**src/rtl/jk_pkg.sv**
```systemverilog
// Shared definitions for the JK register bank: JK input encodings, the single-bit
// JK next-state function and a population count helper.
package jk_pkg;

    localparam logic [1:0] JK_HOLD = 2'b00;
    localparam logic [1:0] JK_RST  = 2'b01;
    localparam logic [1:0] JK_SET  = 2'b10;
    localparam logic [1:0] JK_TGL  = 2'b11;

    // Widest vector popcount accepts; callers zero-extend their vector to this width
    localparam int POP_MAX_W = 256;
    localparam int POP_RES_W = 9;

    // Next value of a single JK bit given its current value and its J/K pair
    function automatic logic jk_next(input logic q, input logic j, input logic k);
        logic nxt;
        case ({j, k})
            JK_HOLD: nxt = q;
            JK_RST:  nxt = 1'b0;
            JK_SET:  nxt = 1'b1;
            JK_TGL:  nxt = ~q;
            default: nxt = q;
        endcase
        return nxt;
    endfunction

    // Number of set bits in vec
    function automatic logic [POP_RES_W-1:0] popcount(input logic [POP_MAX_W-1:0] vec);
        logic [POP_RES_W-1:0] sum;
        sum = '0;
        for (int i = 0; i < POP_MAX_W; i++) begin
            sum = sum + POP_RES_W'(vec[i]);
        end
        return sum;
    endfunction

endpackage

```
**src/rtl/jk_bit_cell.sv**
```systemverilog
// One bit of the JK register bank: combinational next state with priority
// load > en > hold.
module jk_bit_cell
    import jk_pkg::*;
(
    input  logic q,
    input  logic j,
    input  logic k,
    input  logic en,
    input  logic load,
    input  logic d,
    output logic q_d
);

    // Select parallel load, the JK rule, or hold for this bit
    always_comb begin
        q_d = q;
        if (load) begin
            q_d = d;
        end else if (en) begin
            q_d = jk_next(q, j, k);
        end
    end

endmodule

```
**src/rtl/jk_reg_bank.sv**
```systemverilog
// WIDTH-bit bank of JK flip-flops with parallel load, global enable, a one-cycle
// change flag and an optional saturating bit-change counter.
// Optional feature macro: JK_CHG_CNT_EN (adds the tgl_cnt port and counter).
// WIDTH must not exceed jk_pkg::POP_MAX_W.
module jk_reg_bank
    import jk_pkg::*;
#(
    parameter int               WIDTH     = 8,
    parameter logic [WIDTH-1:0] RESET_VAL = '0,
    parameter int               CNT_W     = 16
) (
    input  logic             clk,
    input  logic             rst_n,
    input  logic             en,
    input  logic             load,
    input  logic [WIDTH-1:0] d,
    input  logic [WIDTH-1:0] j,
    input  logic [WIDTH-1:0] k,
    input  logic             cnt_clr,
    output logic [WIDTH-1:0] q,
    output logic [WIDTH-1:0] qb,
    output logic             changed
`ifdef JK_CHG_CNT_EN
    ,
    output logic [CNT_W-1:0] tgl_cnt
`endif
);

    logic [WIDTH-1:0] state_q;
    logic [WIDTH-1:0] state_d;
    logic             changed_q;
    logic             changed_d;
    logic [WIDTH-1:0] diff;

    genvar gi;
    generate
        for (gi = 0; gi < WIDTH; gi++) begin : g_cell
            jk_bit_cell u_cell (
                .q    (state_q[gi]),
                .j    (j[gi]),
                .k    (k[gi]),
                .en   (en),
                .load (load),
                .d    (d[gi]),
                .q_d  (state_d[gi])
            );
        end
    endgenerate

    // Bits that flip on this edge and whether any of them does
    always_comb begin
        diff      = state_d ^ state_q;
        changed_d = |diff;
    end

    // State register and change flag
    always_ff @(posedge clk or negedge rst_n) begin
        if (!rst_n) begin
            state_q   <= RESET_VAL;
            changed_q <= 1'b0;
        end else begin
            state_q   <= state_d;
            changed_q <= changed_d;
        end
    end

    assign q       = state_q;
    assign qb      = ~state_q;
    assign changed = changed_q;

`ifdef JK_CHG_CNT_EN
    localparam int POP_W = $clog2(WIDTH + 1);
    localparam int SUM_W = ((CNT_W > POP_W) ? CNT_W : POP_W) + 1;

    logic [CNT_W-1:0] cnt_q;
    logic [CNT_W-1:0] cnt_d;
    logic [POP_W-1:0] pop_cnt;
    logic [SUM_W-1:0] sum;

    // Saturating add of this edge's bit-change count; clear wins and drops the increment
    always_comb begin
        pop_cnt = POP_W'(popcount(POP_MAX_W'(diff)));
        sum     = SUM_W'(cnt_q) + SUM_W'(pop_cnt);
        cnt_d   = cnt_q;
        if (cnt_clr) begin
            cnt_d = '0;
        end else if (sum > SUM_W'({CNT_W{1'b1}})) begin
            cnt_d = {CNT_W{1'b1}};
        end else begin
            cnt_d = CNT_W'(sum);
        end
    end

    // Bit-change counter register
    always_ff @(posedge clk or negedge rst_n) begin
        if (!rst_n) begin
            cnt_q <= '0;
        end else begin
            cnt_q <= cnt_d;
        end
    end

    assign tgl_cnt = cnt_q;
`else
    // Counter is not built; cnt_clr is accepted and ignored
    logic [CNT_W-1:0] unused_cnt_clr;
    assign unused_cnt_clr = {CNT_W{cnt_clr}};
`endif

endmodule

```
**config.mk**
```make
export PLATFORM = sky130hd
export DESIGN_NAME = jk_reg_bank
export DESIGN_NICKNAME = d
export VERILOG_FILES = /design/src/rtl/jk_pkg.sv /design/src/rtl/jk_bit_cell.sv /design/src/rtl/jk_reg_bank.sv
export SDC_FILE = /design/constraint.sdc
export NUM_CORES = 1
export LEC_CHECK = 0
export ABC_AREA = 1
export CORE_MARGIN = 8
export CORE_UTILIZATION = 34
export DETAILED_ROUTE_END_ITERATION = 8
export PLACE_DENSITY_LB_ADDON = 0.1
export SLEW_MARGIN = 40
export SYNTH_ARGS = -nofsm -noshare
export SYNTH_HDL_FRONTEND = slang
export SYNTH_SLANG_ARGS = --single-unit
```
**constraint.sdc**
```tcl
create_clock -name clk -period 1 [get_ports clk]
set_input_delay 0.25 -clock clk [delete_from_list [all_inputs] [get_ports clk]]
set_output_delay 0.25 -clock clk [all_outputs]
set_load 0.02 [all_outputs]
```
Run 1, nets reached from selected ports:
Bar = 20 µm.
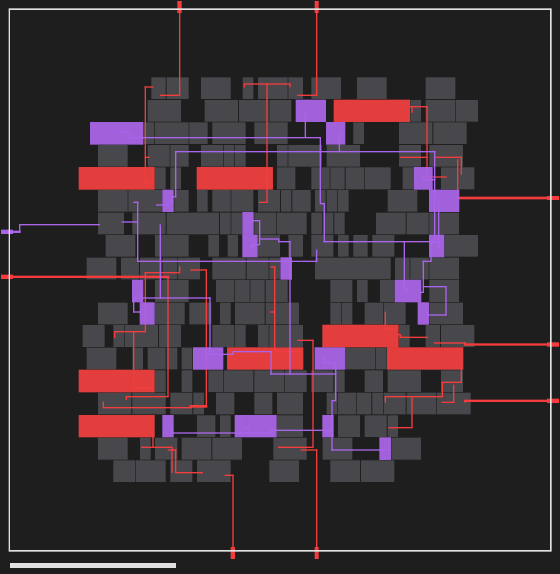
[red] `q` | bits: 8 | direction: output | edge: 3 right, 2 top, 2 bottom, 1 left | end cells: 8 | buffers: 13 | wire: 321 µm
[purple] `en` | bits: 1 | direction: input | edge: left | end cells: 22 | buffers: 4 | wire: 297 µm
IO Port Bufs: 44
IO Count: 46

Run 1, cell sizes after repair:
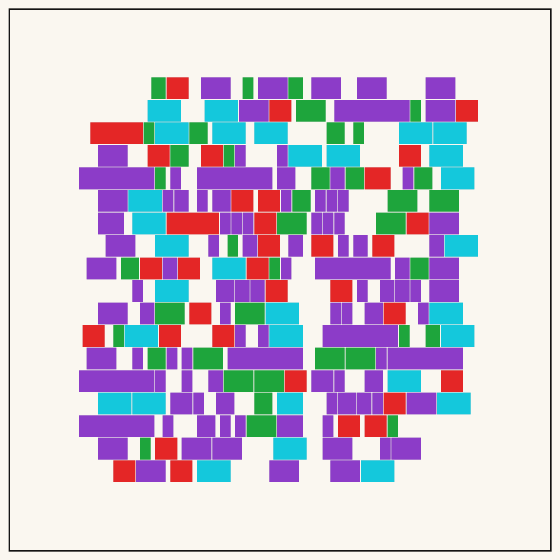
[cyan] _6 and larger | cells: 30 | most used: buf_6
[purple] _0 and _1 cells | cells: 104 | most used: nand2_1
[green] _2 cells | cells: 39 | most used: nand3_2
[red] _3 and _4 cells | cells: 34 | most used: buf_4
fin area: 1700 µm²
Area Overhead vs Synth: 107%

Run 1, routed metal, one colour a layer:
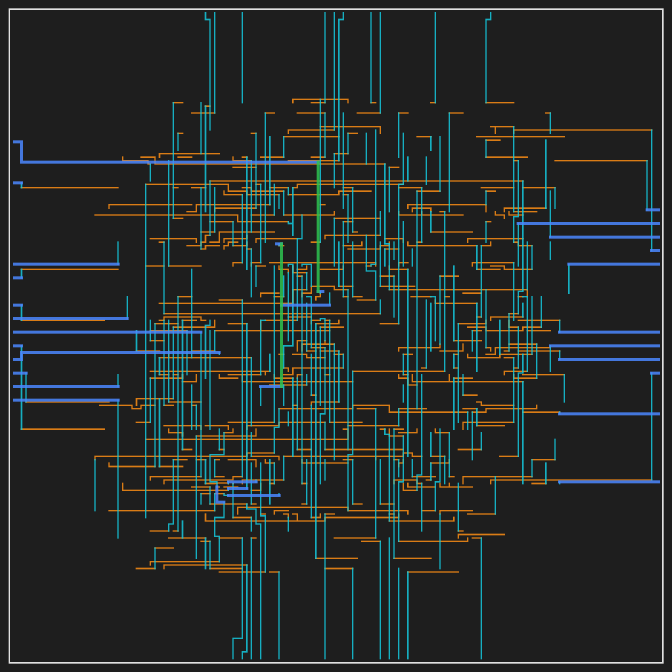
[cyan] metal 2 | wire length: 1600 µm
[green] metal 4 | wire length: 27.2 µm
[orange] metal 1 | wire length: 1240 µm
[blue] metal 3 | wire length: 224 µm

Run 1, cells coloured by class:
Fill, decap, tap and diode cells in grey.
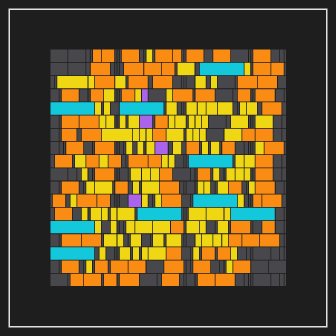
[purple] clock drivers and dummy loads | cells: 4
[orange] other buffers and delay cells | cells: 87
[cyan] flops | cells: 9
[yellow] combinational and other logic | cells: 107

==> run 1: repair_timing <==
action,CTS,global route
gates cloned,1,0
pin swaps,13,16
gates resized,112,25
setup endpoints to repair,25,25
setup buffers,6,12
==> run 1: through the flow <==
stage	utilization (%)	instances	area (µm²)
6_report	71.3	237	1700
5_1_grt	71.3	237	1700
4_1_cts	64.3	227	1540
3_5_place_dp	59.7	218	1430
3_3_place_gp	59.7	218	1430
2_1_floorplan	-	128	838
==> run 1: worst paths after layout <==
kind / start / to / slack (ns) / cells after the start
hold / removal: rst_n / q[4] / 0.27 / 2
setup reg to reg: q[6] / changed / -0.21 / 10
setup / recovery: q[6] / q[6] / -0.22 / 2
hold reg to reg: q[6] / changed / 0.74 / 5
max in group asynchronous: rst_n / q[6] / 0.58 / 2
min in group clk: d[3] / q[3] / 0.60 / 3
==> results.json, run 1 <==
{
  "yosysWarningCount": 0,
  "final_antenna_net_count": 0,
  "period_minus_slack_ns": 1.22,
  "clockNetworkAreaShare_pct": 1.54,
  "avgSynthCellArea_um2": 6.43,
  "finClkSkew_ns": 0.00346,
  "seq_area_share_pct": 13.2,
  "cts_root_buf": "clkbuf_4",
  "lay_top_cells": "39 x nand2_1, 29 x buf_6, 27 x buf_4, 25 x clkdlybuf4s50_1, 15 x nand3_1",
  "max_stage_delay_ns": 0.42,
  "ctsHoldBuffers": 0,
  "edf_count": 0,
  "nNonClkBuffers": 87,
  "core_area_um2": 2390,
  "fp-utilization_pct": 34.5,
  "synth_top_area_share_pct": 27.4,
  "setup_viol": 19,
  "violations": "negative setup slack",
  "p_int_w": 0.00109,
  "clock_latency_ns": 0.26,
  "fin_ws_ns": -0.219,
  "status": "finished with violations",
  "p_total_w": 0.00169,
  "top_logic_kind": "simple AND/OR/NAND/NOR gates",
  "avgRoutedWirePerCell_um": 13.0,
  "top_usage_layer": "met2"
}
==> run 2, diff against run 1 <==
Settings changed: CAP_MARGIN set to 20, SLEW_MARGIN 40 to 20.
==> results.json, run 2 <==
{
  "port_buffers": 44,
  "violations": "negative setup slack",
  "p_total_w": 0.00169,
  "io_pins": 46,
  "status": "finished with violations",
  "postCtsResizedCells": 112,
  "finClkSkew_ns": 0.00346,
  "post_cts_buffers": 6,
  "max_stage_delay_ns": 0.42,
  "synth_top_area_share_pct": 27.4,
  "fin_ws_ns": -0.219,
  "edf_count": 0,
  "cts_root_buf": "clkbuf_4",
  "period_minus_slack_ns": 1.22,
  "nNonClkBuffers": 87,
  "top_usage_layer": "met2",
  "avgRoutedWirePerCell_um": 13.0,
  "clock_latency_ns": 0.26,
  "setup_viol": 19,
  "avgSynthCellArea_um2": 6.43
}
## run 2: path summary, 6_finish.rpt
kind / to / slack, ns / cells after the start
worst max-delay path: q[6] / -0.22 / 2
worst min-delay path: q[4] / 0.27 / 2
worst min register to register: changed / 0.74 / 5
max in group asynchronous: q[6] / 0.58 / 2
min in group clk: q[3] / 0.60 / 3
worst max register to register: changed / -0.21 / 10
## run 2: where the power goes
group / internal, W / switching, W
clock network: 0.000154 / 0.000143
registers: 0.000398 / 0.0000344
logic: 0.000536 / 0.000429
total: 0.00109 / 0.000606
## run 2: cell families after synthesis
logic type	Yosys count	synth area share, %
and+or+nand+nor	91	51.5
buffers and inverters	26	19.3
DFF	9	27.4
AOI/OAI and AO/OA	2	1.82
Run 2, cell outlines without signal wires:
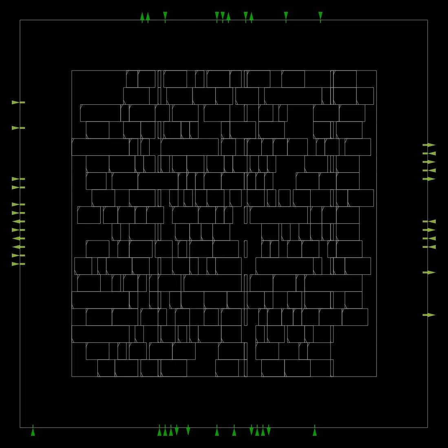
Core Util, Final: 71.3%
Fill cells: 225
non-filler cells in the finished layout: 237

Run 2, cell sizes after repair:
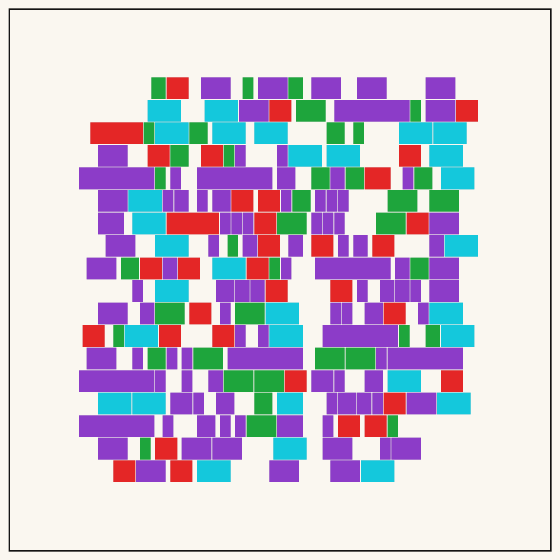
[purple] _0 and _1 cells | cells: 104 | most used: nand2_1
[cyan] _6 and larger | cells: 30 | most used: buf_6
[red] _3 and _4 cells | cells: 34 | most used: buf_4
[green] _2 cells | cells: 39 | most used: nand3_2

==> run 3, diff against run 2 <==
Settings changed: CORE_ASPECT_RATIO set to 0.6.
==> results.json, run 3 <==
{
  "fin_util_pct": 80.3,
  "status": "finished with violations",
  "max_stage_delay_ns": 0.51,
  "post_cts_buffers": 6,
  "synthMuxAreaShare_pct": 0,
  "avgSynthCellArea_um2": 6.43,
  "ys_sh_adder_pct": 0,
  "ys_sh_aoi_pct": 1.82,
  "fin_ws_ns": -0.231,
  "p_int_w": 0.00125,
  "comb-power_w": 0.00103,
  "finalClockPeriodUsage_pct": 123,
  "power_frac_clock_pct": 23.2,
  "setup_viol": 22,
  "clk-power_w": 0.000444,
  "period_minus_slack_ns": 1.23,
  "avgRoutedWirePerCell_um": 14.6,
  "top_power_group": "combinational logic",
  "finClkSkew_ns": 0.00494,
  "p_leak_nw": 0.894,
  "port_buffers": 44,
  "io_pins": 46,
  "postCtsResizedCells": 117,
  "nNonClkInverters": 14,
  "buffer_area_share_pct": 48.0,
  "gr-usage-met1_pct": 17.4,
  "switchingPower_w": 0.000663,
  "nNonClkBuffers": 91,
  "ys_sh_simple_pct": 51.5,
  "p_total_w": 0.00191,
  "xor_area_share_pct": 0,
  "seq_power_w": 0.000439,
  "cp-start-kind": "primary input",
  "cts_root_buf": "clkbuf_8",
  "top_logic_kind": "simple AND/OR/NAND/NOR gates",
  "violations": "negative setup slack",
  "power.share.sequential_pct": 22.9,
  "switching_share_pct": 34.7,
  "nFillCells": 133,
  "synth_top_area_share_pct": 27.4,
  "edf_count": 0
}
==> run 3: path summary, 6_finish.rpt <==
kind | cells past startpoint | to | start | slack [ns]
worst max register to register | 10 | changed | q[2] | -0.22
min in group clk | 4 | q[6] | load | 0.50
worst min-delay path | 2 | q[6] | rst_n | 0.30
max in group asynchronous | 2 | q[3] | rst_n | 0.53
worst min register to register | 4 | q[6] | q[6] | 0.76
worst max-delay path | 10 | changed | k[3] | -0.23
==> run 3: kinds of logic (layout without fill, tap and decap cells) <==
logic type	Yosys count	after routing
AOI/OAI and AO/OA	2	2
buffers and inverters	26	109
DFF	9	9
and+or+nand+nor	91	91
==> run 3: routing by layer <==
metal	wire length, µm	share of wire, %
met4	46	1.3
met5	0	0
met3	341	9.7
met2	1670	47
met1	1480	42
Run 3, cell outlines without signal wires:
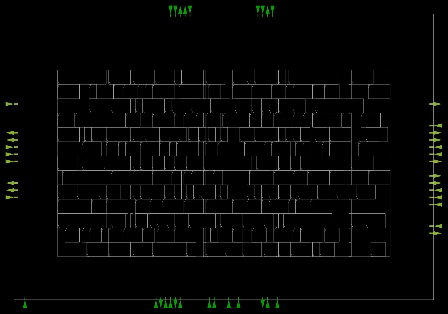
non-filler cells in the finished layout: 241
std cell rows: 13
sequential share of cell area: 12.6%

Run 3, cells coloured by class:
Fill, decap, tap and diode cells in grey.
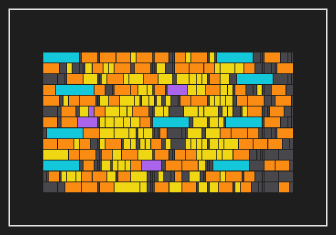
[orange] other buffers and delay cells | cells: 91
[purple] clock drivers and dummy loads | cells: 4
[cyan] flops | cells: 9
[yellow] combinational and other logic | cells: 107

No activity file was given, so power comes from the tool's default toggle rates.
